===== src/rtl/aes_dec_pkg.sv =====
// Shared types and constants for the AES-128 decrypt round-key sequencer.
package aes_dec_pkg;

  localparam int unsigned NR_AES128 = 10;
  localparam int unsigned KEY_W     = 128;
  localparam int unsigned ADDR_W    = 4;
  localparam int unsigned IDX_W     = 4;

  localparam logic [ADDR_W-1:0] ADDR_IDLE = 4'hF;

  typedef enum logic [1:0] {
    IDLE,
    RUN,
    DRAIN,
    LOAD
  } state_t;

endpackage


===== src/rtl/dec_rkey_ctrl_if.sv =====
// Key-stream, round-key broadcast and block-admission signals of the sequencer.
interface dec_rkey_ctrl_if;
  import aes_dec_pkg::*;

  logic              key_start;
  logic              key_vld;
  logic              key_rdy;
  logic [KEY_W-1:0]  key_data;
  logic [KEY_W-1:0]  rkey;
  logic [ADDR_W-1:0] addr;
  logic              din_vld;
  logic              din_rdy;
  logic              dout_vld;
  logic              keys_loaded;
  logic              busy;

  modport master (
    output key_start, key_vld, key_data, din_vld,
    input  key_rdy, rkey, addr, din_rdy, dout_vld, keys_loaded, busy
  );

  modport slave (
    input  key_start, key_vld, key_data, din_vld,
    output key_rdy, rkey, addr, din_rdy, dout_vld, keys_loaded, busy
  );

endinterface


===== src/rtl/dec_inflight_tracker.sv =====
// Blocks-in-flight tracker: a PIPE_LAT-deep shift of accepted handshakes.
module dec_inflight_tracker #(
  parameter int unsigned PIPE_LAT = 20
) (
  input  logic clk,
  input  logic rst,
  input  logic accept,
  output logic dout_vld,
  output logic in_flight_empty
);

  localparam int unsigned STG_W = PIPE_LAT - 1;

  // dout_vld is the last bit of the shift; a block there has already left the pipe.
  logic [STG_W-1:0] stg;

  always_ff @(posedge clk) begin
    if (!rst) begin
      stg      <= '0;
      dout_vld <= 1'b0;
    end else begin
      stg      <= {stg[STG_W-2:0], accept};
      dout_vld <= stg[STG_W-1];
    end
  end

  assign in_flight_empty = (stg == '0);

endmodule


===== src/rtl/dec_rkey_ctrl.sv =====
// Round-key loader and block-admission sequencer for the AES-128 decrypt pipeline.
module dec_rkey_ctrl
  import aes_dec_pkg::*;
#(
  parameter int unsigned NR       = NR_AES128,
  parameter int unsigned PIPE_LAT = 20
) (
  input  logic             clk,
  input  logic             rst,
  dec_rkey_ctrl_if.slave   bus
);

  state_t            state, state_n;
  logic [IDX_W-1:0]  idx, idx_n;
  logic [KEY_W-1:0]  rkey_q, rkey_n;
  logic [ADDR_W-1:0] addr_q, addr_n;
  logic              key_rdy_q, keys_loaded_q, busy_q;
  logic              din_rdy, accept, in_flight_empty, dout_vld;

  // A key_start in RUN closes admission in the same cycle.
  assign din_rdy = (state == RUN) && !bus.key_start;
  assign accept  = bus.din_vld && din_rdy;

  dec_inflight_tracker #(
    .PIPE_LAT (PIPE_LAT)
  ) u_tracker (
    .clk             (clk),
    .rst             (rst),
    .accept          (accept),
    .dout_vld        (dout_vld),
    .in_flight_empty (in_flight_empty)
  );

  always_ff @(posedge clk) begin
    if (!rst) begin
      state         <= IDLE;
      idx           <= '0;
      rkey_q        <= '0;
      addr_q        <= ADDR_IDLE;
      key_rdy_q     <= 1'b0;
      keys_loaded_q <= 1'b0;
      busy_q        <= 1'b0;
    end else begin
      state         <= state_n;
      idx           <= idx_n;
      rkey_q        <= rkey_n;
      addr_q        <= addr_n;
      key_rdy_q     <= (state_n == LOAD);
      keys_loaded_q <= (state_n == RUN) || (state_n == DRAIN);
      busy_q        <= (state_n == DRAIN) || (state_n == LOAD);
    end
  end

  // Encryption key k is written to decrypt stage NR-k.
  always_comb begin
    state_n = state;
    idx_n   = idx;
    rkey_n  = rkey_q;
    addr_n  = ADDR_IDLE;
    case (state)
      IDLE: begin
        if (bus.key_start) begin
          state_n = LOAD;
          idx_n   = '0;
        end
      end
      RUN: begin
        if (bus.key_start) state_n = DRAIN;
      end
      DRAIN: begin
        if (in_flight_empty) begin
          state_n = LOAD;
          idx_n   = '0;
        end
      end
      LOAD: begin
        if (bus.key_start) begin
          idx_n = '0;
        end else if (bus.key_vld) begin
          rkey_n = bus.key_data;
          addr_n = ADDR_W'(NR) - ADDR_W'(idx);
          if (idx == IDX_W'(NR)) begin
            idx_n   = '0;
            state_n = RUN;
          end else begin
            idx_n = idx + IDX_W'(1);
          end
        end
      end
      default: state_n = IDLE;
    endcase
  end

  assign bus.key_rdy     = key_rdy_q;
  assign bus.rkey        = rkey_q;
  assign bus.addr        = addr_q;
  assign bus.din_rdy     = din_rdy;
  assign bus.dout_vld    = dout_vld;
  assign bus.keys_loaded = keys_loaded_q;
  assign bus.busy        = busy_q;

endmodule

===== src/flat_wrapper.sv =====
// flat-port wrapper written by rule: the top's interface ports become plain ports
module dec_rkey_ctrl_flat import aes_dec_pkg::*;
#(
  parameter int unsigned NR       = NR_AES128,
  parameter int unsigned PIPE_LAT = 20
)
  (clk, rst, bus_key_start, bus_key_vld, bus_key_data, bus_din_vld, bus_key_rdy, bus_rkey, bus_addr, bus_din_rdy, bus_dout_vld, bus_keys_loaded, bus_busy);
  dec_rkey_ctrl_if bus_i ();
  input  logic clk;
  input  logic rst;
  input wire logic [$bits(bus_i.key_start)-1:0] bus_key_start;
  input wire logic [$bits(bus_i.key_vld)-1:0] bus_key_vld;
  input wire logic [$bits(bus_i.key_data)-1:0] bus_key_data;
  input wire logic [$bits(bus_i.din_vld)-1:0] bus_din_vld;
  output wire logic [$bits(bus_i.key_rdy)-1:0] bus_key_rdy;
  output wire logic [$bits(bus_i.rkey)-1:0] bus_rkey;
  output wire logic [$bits(bus_i.addr)-1:0] bus_addr;
  output wire logic [$bits(bus_i.din_rdy)-1:0] bus_din_rdy;
  output wire logic [$bits(bus_i.dout_vld)-1:0] bus_dout_vld;
  output wire logic [$bits(bus_i.keys_loaded)-1:0] bus_keys_loaded;
  output wire logic [$bits(bus_i.busy)-1:0] bus_busy;
  assign bus_i.key_start = bus_key_start;
  assign bus_i.key_vld = bus_key_vld;
  assign bus_i.key_data = bus_key_data;
  assign bus_i.din_vld = bus_din_vld;
  assign bus_key_rdy = bus_i.key_rdy;
  assign bus_rkey = bus_i.rkey;
  assign bus_addr = bus_i.addr;
  assign bus_din_rdy = bus_i.din_rdy;
  assign bus_dout_vld = bus_i.dout_vld;
  assign bus_keys_loaded = bus_i.keys_loaded;
  assign bus_busy = bus_i.busy;
  dec_rkey_ctrl #(.NR(NR), .PIPE_LAT(PIPE_LAT)) u_core (.clk(clk), .rst(rst), .bus(bus_i));
endmodule

===== config.mk =====
export PLATFORM = sky130hd
export DESIGN_NAME = dec_rkey_ctrl_flat
export DESIGN_NICKNAME = d
export VERILOG_FILES = /design/src/rtl/aes_dec_pkg.sv /design/src/rtl/dec_rkey_ctrl_if.sv /design/src/rtl/dec_inflight_tracker.sv /design/src/rtl/dec_rkey_ctrl.sv /design/src/flat_wrapper.sv
export SDC_FILE = /design/constraint.sdc
export NUM_CORES = 1
export LEC_CHECK = 0
export CORE_MARGIN = 2
export CORE_UTILIZATION = 44
export CTS_CLUSTER_DIAMETER = 100
export CTS_CLUSTER_SIZE = 14
export DETAILED_ROUTE_END_ITERATION = 10
export GPL_ROUTABILITY_DRIVEN = 0
export PLACE_DENSITY = 0.87
export SETUP_SLACK_MARGIN = 0.2
export SLEW_MARGIN = 0
export SYNTH_ARGS = -nofsm -noshare
export SYNTH_HDL_FRONTEND = slang
export SYNTH_SLANG_ARGS = --single-unit

===== constraint.sdc =====
create_clock -name clk -period 3.4 [get_ports clk]
set_input_delay 0.51 -clock clk [delete_from_list [all_inputs] [get_ports clk]]
set_output_delay 0.51 -clock clk [all_outputs]
set_load 0.005 [all_outputs]

==> impl_metrics.tcl <==
# metrics dict for downstream scripts
set metrics [dict create \
    outcome "finished clean" \
    tns_ps 0 \
    ys_seq_share_pct 57.1 \
    yosysTopAreaCell "dfxtp_1" \
    grt_util_met1_pct 24.1 \
    intPower_mw 3.55 \
    finalClockPeriodUsage_pct 70.8 \
    lay_top_count "clkdlybuf4s50_1" \
    avgRoutedWirePerCell_um 15.0 \
    slew_headroom_pct 63.4 \
    postCtsHoldBufs 0 \
    largest_cell_class "sequential cells" \
    arrival_ps 1900 \
    grt.total_usage_pct 23.9 \
    top_area_share_pct 57.1 \
    antenna_cells 0 \
    logic_area_um2 2210 \
    common_cells "259 x nand2_1, 160 x dfxtp_1, 134 x a21oi_1" \
    ios 270 \
    synth-main-ff-cell "dfxtp_1" \
    area_leaders "dfxtp_1 57%, nand2_1 17%, a21oi_1 12%, and2_1 2.6%, clkbuf_1 2.2%" \
    final_hold_viol_count 0 \
    drive_above_1_share_pct 4.67 \
    slowest_stage "clkdlybuf4s50_1" \
    ys_chip_area_um2 5610 \
    warnings 32 \
    grt-busiest-layer "met2" \
    logic_gate_count 470 \
    cts-root-buf "clkbuf_16" \
    nClkBuffers 25 \
    largest_reg_flops 128 \
    yosysUniqueCellTypes 33 \
    grtUsageMet3_pct 10.8 \
    crit_fanout 6 \
    power_switching_mw 1.10 \
    combPwrFrac_pct 14.7 \
    clock_area_share_pct 6.87 \
    post-cts-setup-buffers 0 \
    cts_buffer_depth 2 \
    overflow 0 \
    cts-htree-levels 4 \
    power_density_nw_per_um2 513 \
    post_cts_resized 0 \
    grt_setup_unrepaired "false" \
    grt_pass1_vias 5143 \
    p_leak_nw 3.15 \
    groute.layer.met2.usage_pct 41.5 \
    critPathMaxStageDelay_ps 560 \
    fp_util_pct 44.8 \
    area_growth_pct 61.4 \
    top_cell "nand2_1" \
    post-route-min-period_ps 2410 \
    nWellTaps 172 \
    path_clk_slew_ps 60 \
    dieWidth_um 117 \
    ir_drop_uv 435 \
    p_seq_share_pct 42.9 \
    nFillCells 936 \
    path_class "reg -> out" \
    syn_area_per_cell_um2 8.23 \
    synth_area_um2 5610 \
    die_h_um 117 \
    yosys_cells 681 \
    p_clk_share_pct 42.4 \
    portBuffers 269 \
    design.seq.count 160 \
    comb_share_pct 24.4 \
    worst_pin_slew_ps 549 \
    synth-edff-count 0 \
    synthArstFlopShare_pct 0 \
    drtIter0Drc 415 \
    required_ps 2890 \
    vias 5490 \
    via_per_inst 4.92 \
    hold_path_class "reg -> reg" \
    buf_share_pct 30.7 \
    inverters 5 \
    final_cell_mix "269 x clkdlybuf4s50_1, 258 x nand2_1, 160 x dfxtp_1" \
    fmax_mhz 415 \
    ant_nets 0 \
]
==> power by group through the flow <==
stage	clock network, mW	registers [mW]	logic, mW
6_report	1.97	1.99	0.684
5_1_grt	2.07	2.00	0.741
4_1_cts	2.00	1.99	0.684
3_5_place_dp	0	2.03	0.668
3_3_place_gp	0	2.03	0.661
2_1_floorplan	0	2.04	0.294
==> path summary, 6_finish.rpt <==
kind / from / to / slack (ps) / cells past startpoint
hold / removal: u_core.bus.rkey[101] / u_core.bus.rkey[101] / 450 / 2
hold reg to reg: u_core.bus.rkey[101] / u_core.bus.rkey[101] / 450 / 2
setup / recovery: u_core.bus.busy / bus_din_rdy / 990 / 4
setup reg to reg: u_core.state[0] / u_core.bus.keys_loaded / 1350 / 8
==> through the flow <==
step / util, % / area, um^2 / hold slack [ps] / setup slack, ps / instances
after global routing: 72.3 / 9050 / 469 / 922 / 1115
after global placement: 67.4 / 8430 / 439 / 880 / 1083
after detailed placement: 67.4 / 8430 / 443 / 814 / 1083
after CTS: 72.3 / 9050 / 454 / 1010 / 1115
final: 72.3 / 9050 / 452 / 991 / 1115
after floorplan: - / 5610 / 430 / 1620 / 681
==> layer usage <==
layer / vias to the layer above / part of all wire, % / wire (um)
met2: 214 / 49 / 8240
met1: 2524 / 37 / 6150
met4: 0 / 4.0 / 662
li1: 2706 / - / -
met3: 46 / 10 / 1690
met5: - / 0 / 0
==> cell families (layout without fill, tap and decap cells) <==
group / after synthesis / count (layout) / share of synthesized area [%]
AOI/OAI and AO/OA: 144 / 144 / 13.1
xor gates and xnor gates: 2 / 2 / 0.312
adders and majority gates: 9 / 9 / 2.01
buffers and inverters: 51 / 313 / 3.66
DFF: 160 / 160 / 57.1
and+or+nand+nor: 315 / 315 / 23.8
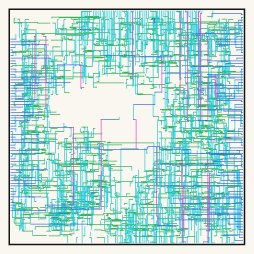
Fig. 1. Signal wires by layer.
Scale: 2 px per um.
- blue: M3 (wire length 1690 um)
- magenta: M4 (wire length 662 um)
- cyan: M2 (wire length 8240 um)
- green: M1 (wire length 6150 um)

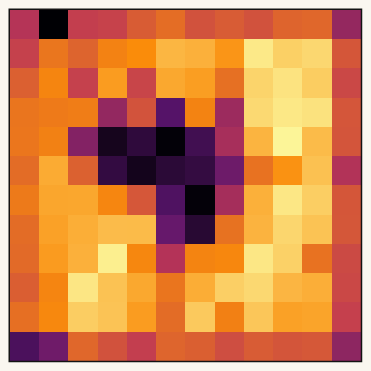
Fig. 2. Cell density map.
Scale: 3 px per um. 12 x 12 tiles, from black (low) to pale yellow (high), 0 to 100% covered.
- emptiest ninth of the die: center
- fullest tile: 98%
- mean over tiles: 65%
- nearly empty tiles: 2.1%
final core occ: 72.3%
core area: 12500 um^2

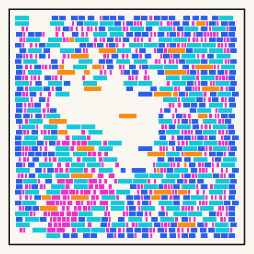
Fig. 3. Cells colored by class.
Scale: 2 px per um.
- magenta: remaining logic cells (cells 475)
- cyan: registers (cells 160)
- blue: remaining buffers and delay cells (cells 276)
- orange: clock drivers and dummy loads (cells 32)
design area: 9050 um^2
sequential cell area share: 35.4%
row cnt: 41

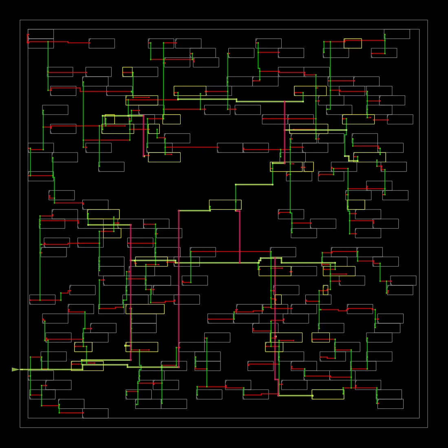
Fig. 4. Clock routing.
CTS buffer count: 17
Worst Skew: 7.12 ps
CTS Sinks: 160
Late-Pin Clk Latency: 430 ps

No activity file was given, so power comes from the tool's default toggle rates.
